### Floorplan with the power grid

Scale bar: 50 um. Pins as bars on the die edge.
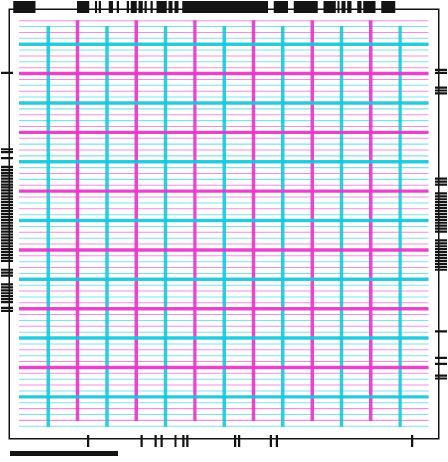
### Cells colored by class

Scale bar: 50 um.
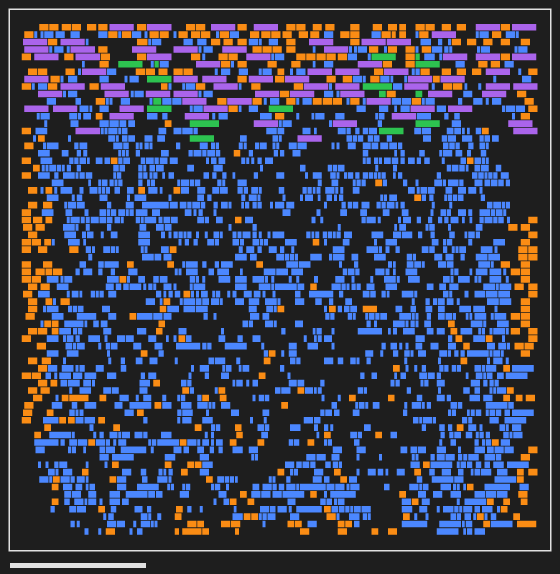
### Clock distribution

Scale bar: 50 um.
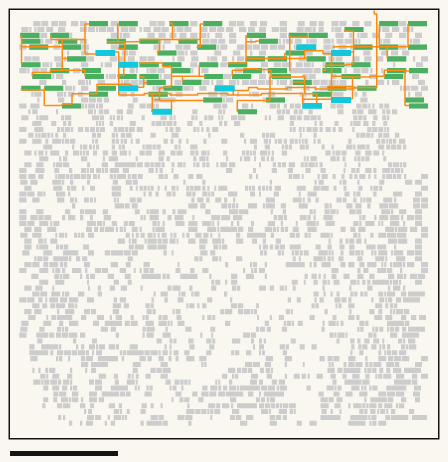
### Metal layers overlaid

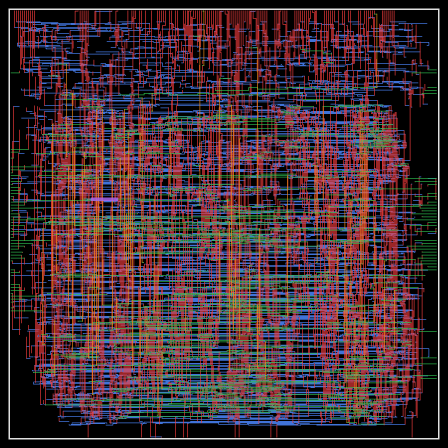
### Routing congestion

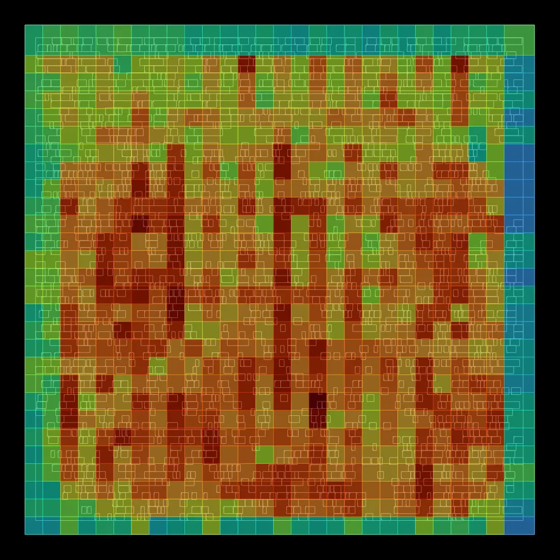
===== config.mk =====
export PLATFORM = sky130hd
export DESIGN_NAME = ex_stage_flat
export DESIGN_NICKNAME = d
export VERILOG_FILES = /design/src/rtl/alu_pkg.sv /design/src/rtl/ex_stage_if.sv /design/src/rtl/alu.sv /design/src/rtl/ex_stage.sv /design/src/flat_wrapper.sv
export SDC_FILE = /design/constraint.sdc
export NUM_CORES = 1
export LEC_CHECK = 0
export CAP_MARGIN = 20
export CORE_MARGIN = 4
export CORE_UTILIZATION = 39
export CTS_CLUSTER_SIZE = 14
export DETAILED_ROUTE_END_ITERATION = 10
export PLACE_DENSITY = 0.6
export SKIP_LAST_GASP = 1
export SLEW_MARGIN = 25
export SYNTH_ARGS = -nofsm -noshare
export SYNTH_HDL_FRONTEND = slang
export SYNTH_HIERARCHICAL = 1
export SYNTH_SLANG_ARGS = --single-unit

===== constraint.sdc =====
create_clock -name clk -period 5.66 [get_ports clk]
set_input_delay 0.566 -clock clk [delete_from_list [all_inputs] [get_ports clk]]
set_output_delay 0.566 -clock clk [all_outputs]
set_load 0.05 [all_outputs]

===== src/rtl/alu_pkg.sv =====
// ALU operation codes shared by the ALU control decoder and the execute stage.
package alu_pkg;

  localparam logic [3:0] ALU_NOP  = 4'b0000;
  localparam logic [3:0] ALU_ADD  = 4'b0001;
  localparam logic [3:0] ALU_SUB  = 4'b0010;
  localparam logic [3:0] ALU_AND  = 4'b0011;
  localparam logic [3:0] ALU_OR   = 4'b0100;
  localparam logic [3:0] ALU_XOR  = 4'b0101;
  localparam logic [3:0] ALU_LUI  = 4'b0110;
  localparam logic [3:0] ALU_SLT  = 4'b0111;
  localparam logic [3:0] ALU_SLTU = 4'b1000;
  localparam logic [3:0] ALU_NOR  = 4'b1001;
  localparam logic [3:0] ALU_SLL  = 4'b1010;
  localparam logic [3:0] ALU_SRL  = 4'b1011;
  localparam logic [3:0] ALU_SRA  = 4'b1100;

endpackage


===== src/rtl/ex_stage_if.sv =====
// ID/EX inputs and EX/MEM outputs of the execute stage, grouped as one bundle.
interface ex_stage_if #(
  parameter int WIDTH = 32,
  parameter int REGW  = 5
);
  logic             stall;
  logic             flush;
  logic             id_valid;
  logic [3:0]       alu_ctr;
  logic             jr;
  logic [WIDTH-1:0] src_a;
  logic [WIDTH-1:0] src_b;
  logic [4:0]       shamt;
  logic [WIDTH-1:0] store_data;
  logic [REGW-1:0]  wr_reg;
  logic             reg_write;
  logic             mem_read;
  logic             mem_write;

  logic             ex_valid;
  logic [WIDTH-1:0] ex_alu_result;
  logic             ex_zero;
  logic [WIDTH-1:0] ex_store_data;
  logic [REGW-1:0]  ex_wr_reg;
  logic             ex_reg_write;
  logic             ex_mem_read;
  logic             ex_mem_write;
  logic             jr_taken;
  logic [WIDTH-1:0] jr_target;

  modport master (
    output stall, flush, id_valid, alu_ctr, jr, src_a, src_b, shamt,
           store_data, wr_reg, reg_write, mem_read, mem_write,
    input  ex_valid, ex_alu_result, ex_zero, ex_store_data, ex_wr_reg,
           ex_reg_write, ex_mem_read, ex_mem_write, jr_taken, jr_target
  );

  modport slave (
    input  stall, flush, id_valid, alu_ctr, jr, src_a, src_b, shamt,
           store_data, wr_reg, reg_write, mem_read, mem_write,
    output ex_valid, ex_alu_result, ex_zero, ex_store_data, ex_wr_reg,
           ex_reg_write, ex_mem_read, ex_mem_write, jr_taken, jr_target
  );
endinterface


===== src/rtl/alu.sv =====
// Combinational MIPS ALU; arithmetic wraps modulo 2^WIDTH, unused codes give 0.
module alu
  import alu_pkg::*;
#(
  parameter int WIDTH = 32
) (
  input  logic [3:0]       alu_ctr,
  input  logic [WIDTH-1:0] a,
  input  logic [WIDTH-1:0] b,
  input  logic [4:0]       shamt,
  output logic [WIDTH-1:0] result,
  output logic             zero
);

  // Operation select
  always_comb begin
    result = {WIDTH{1'b0}};
    case (alu_ctr)
      ALU_ADD:  result = a + b;
      ALU_SUB:  result = a - b;
      ALU_AND:  result = a & b;
      ALU_OR:   result = a | b;
      ALU_XOR:  result = a ^ b;
      ALU_NOR:  result = ~(a | b);
      ALU_LUI:  result = b << 5'd16;
      ALU_SLT:  result = {{(WIDTH-1){1'b0}}, ($signed(a) < $signed(b))};
      ALU_SLTU: result = {{(WIDTH-1){1'b0}}, (a < b)};
      ALU_SLL:  result = b << shamt;
      ALU_SRL:  result = b >> shamt;
      ALU_SRA:  result = $unsigned($signed(b) >>> shamt);
      default:  result = {WIDTH{1'b0}};
    endcase
  end

  assign zero = ~|result;

endmodule


===== src/rtl/ex_stage.sv =====
// MIPS execute stage: ALU, EX/MEM pipeline register and jr redirect.
module ex_stage
  import alu_pkg::*;
#(
  parameter int WIDTH = 32,
  parameter int REGW  = 5
) (
  input  logic     clk,
  input  logic     rst,
  ex_stage_if.slave bus
);

  logic [WIDTH-1:0] alu_result_s;
  logic             alu_zero_s;
  logic             keep_ctl_s;

  logic             valid_d, valid_q;
  logic [WIDTH-1:0] alu_result_d, alu_result_q;
  logic             zero_d, zero_q;
  logic [WIDTH-1:0] store_data_d, store_data_q;
  logic [REGW-1:0]  wr_reg_d, wr_reg_q;
  logic             reg_write_d, reg_write_q;
  logic             mem_read_d, mem_read_q;
  logic             mem_write_d, mem_write_q;

  alu #(.WIDTH(WIDTH)) u_alu (
    .alu_ctr (bus.alu_ctr),
    .a       (bus.src_a),
    .b       (bus.src_b),
    .shamt   (bus.shamt),
    .result  (alu_result_s),
    .zero    (alu_zero_s)
  );

  // A jr never writes back or touches memory, and an empty slot issues nothing.
  assign keep_ctl_s = bus.id_valid & ~bus.jr;

  // EX/MEM next state: flush beats stall beats load
  always_comb begin
    valid_d      = valid_q;
    alu_result_d = alu_result_q;
    zero_d       = zero_q;
    store_data_d = store_data_q;
    wr_reg_d     = wr_reg_q;
    reg_write_d  = reg_write_q;
    mem_read_d   = mem_read_q;
    mem_write_d  = mem_write_q;
    if (bus.flush) begin
      valid_d      = 1'b0;
      alu_result_d = {WIDTH{1'b0}};
      zero_d       = 1'b0;
      store_data_d = {WIDTH{1'b0}};
      wr_reg_d     = {REGW{1'b0}};
      reg_write_d  = 1'b0;
      mem_read_d   = 1'b0;
      mem_write_d  = 1'b0;
    end else if (bus.stall) begin
      valid_d      = valid_q;
      alu_result_d = alu_result_q;
    end else begin
      valid_d      = bus.id_valid;
      alu_result_d = alu_result_s;
      zero_d       = alu_zero_s;
      store_data_d = bus.store_data;
      wr_reg_d     = bus.wr_reg;
      reg_write_d  = bus.reg_write & keep_ctl_s;
      mem_read_d   = bus.mem_read  & keep_ctl_s;
      mem_write_d  = bus.mem_write & keep_ctl_s;
    end
  end

  // EX/MEM register
  always_ff @(posedge clk or posedge rst) begin
    if (rst) begin
      valid_q      <= 1'b0;
      alu_result_q <= {WIDTH{1'b0}};
      zero_q       <= 1'b0;
      store_data_q <= {WIDTH{1'b0}};
      wr_reg_q     <= {REGW{1'b0}};
      reg_write_q  <= 1'b0;
      mem_read_q   <= 1'b0;
      mem_write_q  <= 1'b0;
    end else begin
      valid_q      <= valid_d;
      alu_result_q <= alu_result_d;
      zero_q       <= zero_d;
      store_data_q <= store_data_d;
      wr_reg_q     <= wr_reg_d;
      reg_write_q  <= reg_write_d;
      mem_read_q   <= mem_read_d;
      mem_write_q  <= mem_write_d;
    end
  end

  assign bus.ex_valid      = valid_q;
  assign bus.ex_alu_result = alu_result_q;
  assign bus.ex_zero       = zero_q;
  assign bus.ex_store_data = store_data_q;
  assign bus.ex_wr_reg     = wr_reg_q;
  assign bus.ex_reg_write  = reg_write_q;
  assign bus.ex_mem_read   = mem_read_q;
  assign bus.ex_mem_write  = mem_write_q;

  // Redirect is zero-latency so fetch can squash IF/ID on the next edge.
  assign bus.jr_taken  = bus.id_valid & bus.jr & ~bus.stall;
  assign bus.jr_target = bus.src_a;

endmodule


===== src/flat_wrapper.sv =====
// flat-port wrapper written by rule: the top's interface ports become plain ports
module ex_stage_flat import alu_pkg::*;
#(
  parameter int WIDTH = 32,
  parameter int REGW  = 5
)
  (clk, rst, bus_stall, bus_flush, bus_id_valid, bus_alu_ctr, bus_jr, bus_src_a, bus_src_b, bus_shamt, bus_store_data, bus_wr_reg, bus_reg_write, bus_mem_read, bus_mem_write, bus_ex_valid, bus_ex_alu_result, bus_ex_zero, bus_ex_store_data, bus_ex_wr_reg, bus_ex_reg_write, bus_ex_mem_read, bus_ex_mem_write, bus_jr_taken, bus_jr_target);
  ex_stage_if #(.WIDTH(WIDTH), .REGW(REGW)) bus_i ();
  input  logic clk;
  input  logic rst;
  input wire logic [$bits(bus_i.stall)-1:0] bus_stall;
  input wire logic [$bits(bus_i.flush)-1:0] bus_flush;
  input wire logic [$bits(bus_i.id_valid)-1:0] bus_id_valid;
  input wire logic [$bits(bus_i.alu_ctr)-1:0] bus_alu_ctr;
  input wire logic [$bits(bus_i.jr)-1:0] bus_jr;
  input wire logic [$bits(bus_i.src_a)-1:0] bus_src_a;
  input wire logic [$bits(bus_i.src_b)-1:0] bus_src_b;
  input wire logic [$bits(bus_i.shamt)-1:0] bus_shamt;
  input wire logic [$bits(bus_i.store_data)-1:0] bus_store_data;
  input wire logic [$bits(bus_i.wr_reg)-1:0] bus_wr_reg;
  input wire logic [$bits(bus_i.reg_write)-1:0] bus_reg_write;
  input wire logic [$bits(bus_i.mem_read)-1:0] bus_mem_read;
  input wire logic [$bits(bus_i.mem_write)-1:0] bus_mem_write;
  output wire logic [$bits(bus_i.ex_valid)-1:0] bus_ex_valid;
  output wire logic [$bits(bus_i.ex_alu_result)-1:0] bus_ex_alu_result;
  output wire logic [$bits(bus_i.ex_zero)-1:0] bus_ex_zero;
  output wire logic [$bits(bus_i.ex_store_data)-1:0] bus_ex_store_data;
  output wire logic [$bits(bus_i.ex_wr_reg)-1:0] bus_ex_wr_reg;
  output wire logic [$bits(bus_i.ex_reg_write)-1:0] bus_ex_reg_write;
  output wire logic [$bits(bus_i.ex_mem_read)-1:0] bus_ex_mem_read;
  output wire logic [$bits(bus_i.ex_mem_write)-1:0] bus_ex_mem_write;
  output wire logic [$bits(bus_i.jr_taken)-1:0] bus_jr_taken;
  output wire logic [$bits(bus_i.jr_target)-1:0] bus_jr_target;
  assign bus_i.stall = bus_stall;
  assign bus_i.flush = bus_flush;
  assign bus_i.id_valid = bus_id_valid;
  assign bus_i.alu_ctr = bus_alu_ctr;
  assign bus_i.jr = bus_jr;
  assign bus_i.src_a = bus_src_a;
  assign bus_i.src_b = bus_src_b;
  assign bus_i.shamt = bus_shamt;
  assign bus_i.store_data = bus_store_data;
  assign bus_i.wr_reg = bus_wr_reg;
  assign bus_i.reg_write = bus_reg_write;
  assign bus_i.mem_read = bus_mem_read;
  assign bus_i.mem_write = bus_mem_write;
  assign bus_ex_valid = bus_i.ex_valid;
  assign bus_ex_alu_result = bus_i.ex_alu_result;
  assign bus_ex_zero = bus_i.ex_zero;
  assign bus_ex_store_data = bus_i.ex_store_data;
  assign bus_ex_wr_reg = bus_i.ex_wr_reg;
  assign bus_ex_reg_write = bus_i.ex_reg_write;
  assign bus_ex_mem_read = bus_i.ex_mem_read;
  assign bus_ex_mem_write = bus_i.ex_mem_write;
  assign bus_jr_taken = bus_i.jr_taken;
  assign bus_jr_target = bus_i.jr_target;
  ex_stage #(.WIDTH(WIDTH), .REGW(REGW)) u_core (.clk(clk), .rst(rst), .bus(bus_i));
endmodule

==> ci_impl_report.md <==
### Yosys + OpenROAD results

| Metric | Value |
|---|---|
| Iteration-0 DRC count of the detailed router | 2333 |
| Number of synthesized register bits | 74 |
| Worst clock skew | 0 ps |
| Ranking of synthesized cells by area | dfrtp_1 13%, mux2i_1 9.9%, ha_1 8.7% |
| Final Net Count | 2273 |
| Detailed Place HPWL | 59.3 mm |
| Post-route DRC | 0 |
| Cell internal pwr | 0.00155 W |
| Logic area | 10800 um2 |
| CTS tree | built |
| Drt pass-1 iters | 6 |
| Number of hold-slack violations in the final timing report | 0 |
| Clock buffer count | 9 |
| Root Buffer Master | clkbuf_16 |
| Sequential Area | 1850 um2 |
| Flop Count | 74 |
| Placed Instances | 2504 |
| Die Y | 198 um |
| DRT antenna net count | 0 |
| Cell Area, Placed | 17000 um2 |
| Deepest level of the CTS H-tree | 3 |
| Number of antenna violations at the first check in global routing | 3 |
| Commonest non-fill, non-tap cells in the layout | 221 x nor2_1, 219 x clkdlybuf4s50_1, 146 x nand2_1 |
| Final TNS setup | 0 ps |
| Placeable Area | 35600 um2 |
| Post-Place Setup Slack | 338 ps |
| Final-layout non-clock buffer area share | 19.2% |
| Register clock-pin slew on the reported worst setup and hold paths | 60 ps |
| Post-route fraction of the period consumed by the critical path | 93.1% |
| Power group with the largest share | combinational cells |
| Chip width | 198 um |
| Post-synth top flop | dfrtp_1 |
| Starting density of the core | 39.6% |
| Final worst-path setup slack | 388 ps |
| Combinational cell fraction of total power | 58.6% |
| Die area | 39200 um2 |
| Yosys top cell by instances | nor2_1 |
| Power attributed to the clock group | 0.000613 W |
| Final cell area excluding filler cells | 17300 um2 |
| Overall via count from detail_route | 16.8k |
| Transition time at the pin with the least slew margin | 1110 ps |
| Count of flip-flops with a built-in enable after synthesis | 0 |
| Gates resized, CTS repair | 0 |
| Non-clock inverter total of the final layout | 104 |
| Post-synthesis cell count from yosys | 1876 |
| Crit path arrival time | 5530 ps |
| Share of cell area taken by flip-flops and latches | 10.7% |
| Hold slack | 522 ps |
| Mapped Nets | 2095 |
| Setup violators final | 0 |
| Cell Count, Final, Fillers Out | 2522 |
| Total standard cell area after synthesis | 14100 um2 |
| Unique masters post-synth | 93 |
| Inserted Clock Buffers | 9 |
| Outcome | complete, no violations |
| Unrepaired setup endpoints after global routing | false |
| Worst-path maximum fanout | 8 |
| Critical Path Source Type | input port |
| Post-synth seq share | 13.1% |
| Number of global-route vias before repair | 16.0k |
| ClkCell Share | 1.84% |
About 'Floorplan with the power grid':
cyan -> VSS
magenta -> VDD
met5 straps = 13
signal pins = 226
met4 straps = 13
met1 rails = 70
rows = 69

About 'Cells colored by class':
purple -> registers  # cells 74
orange -> remaining buffers and delay cells  # cells 363
green -> clock drivers and dummy loads  # cells 16
blue -> remaining logic cells  # cells 1606

About 'Clock distribution':
cyan -> clock-net drivers  # count 9
green -> flip-flops  # count 74
orange -> clock wires  # length 1090 um
routed clock nets = 10

About 'Metal layers overlaid':
orange -> M4  # wire length 3470 um
purple -> M5  # wire length 11.0 um
green -> M3  # wire length 8710 um
red -> M2  # wire length 31.5 mm
blue -> M1  # wire length 31.5 mm

About 'Routing congestion':
average detailed-routed wire length per instance: 29.8 um
overall track demand over capacity in global routing: 36.7%
met1 track utilization from global routing: 52.2%
share of the core filled with cells: 48.7%

-- path summary, 6_finish.rpt --
path	slack [ps]	from	endpoint	cells past startpoint
max in group asynchronous	4440	rst	u_core/bus.ex_alu_result[25]	3
setup / recovery	390	bus_src_b[0]	u_core/bus.ex_zero	17
min in group asynchronous	730	rst	u_core/bus.ex_store_data[22]	3
setup reg to reg	4870	u_core/bus.ex_store_data[1]	u_core/bus.ex_store_data[1]	2
hold / removal	520	u_core/bus.ex_store_data[31]	u_core/bus.ex_store_data[31]	2
hold reg to reg	520	u_core/bus.ex_store_data[31]	u_core/bus.ex_store_data[31]	2
-- cell families (layout without fill, tap and decap cells) --
group                      Yosys count  count (layout)  share of synthesized area [%]
and+or+nand+nor                    628             628                           21.6
AOI/OAI and AO/OA                  564             564                           28.0
buffers and inverters              300             483                           10.5
muxes                              201             201                           17.3
adders and majority gates          100             100                           8.99
DFF                                 74              74                           13.1
xor gates and xnor gates             9               9                          0.559
other                                0               2                              0
-- worst max-delay path, cell delays in order --
cell	delay, ps
clkdlybuf4s50_1	430
buf_4	200
ha_1	220
fa_1	430
o21bai_1	230
nand2_1	140
a2111oi_0	760
nor3_1	230
o21ai_1	600
a221oi_1	280
nor2b_1	230
nand4b_1	160
nor4_2	390
nand4_1	180
nor4b_2	240
mux2i_1	110
nor2_1	110
-- routing by layer --
| layer | global-route usage (%) | part of all wire (%) | vias to the layer above |
|---|---|---|---|
| li1 | - | - | 7329 |
| met1 | 52.2 | 42 | 8117 |
| met5 | 0 | 0.015 | - |
| met3 | 8.97 | 12 | 168 |
| met2 | 53.9 | 42 | 1144 |
| met4 | 13.3 | 4.6 | 2 |
No activity file was given, so power comes from the tool's default toggle rates.
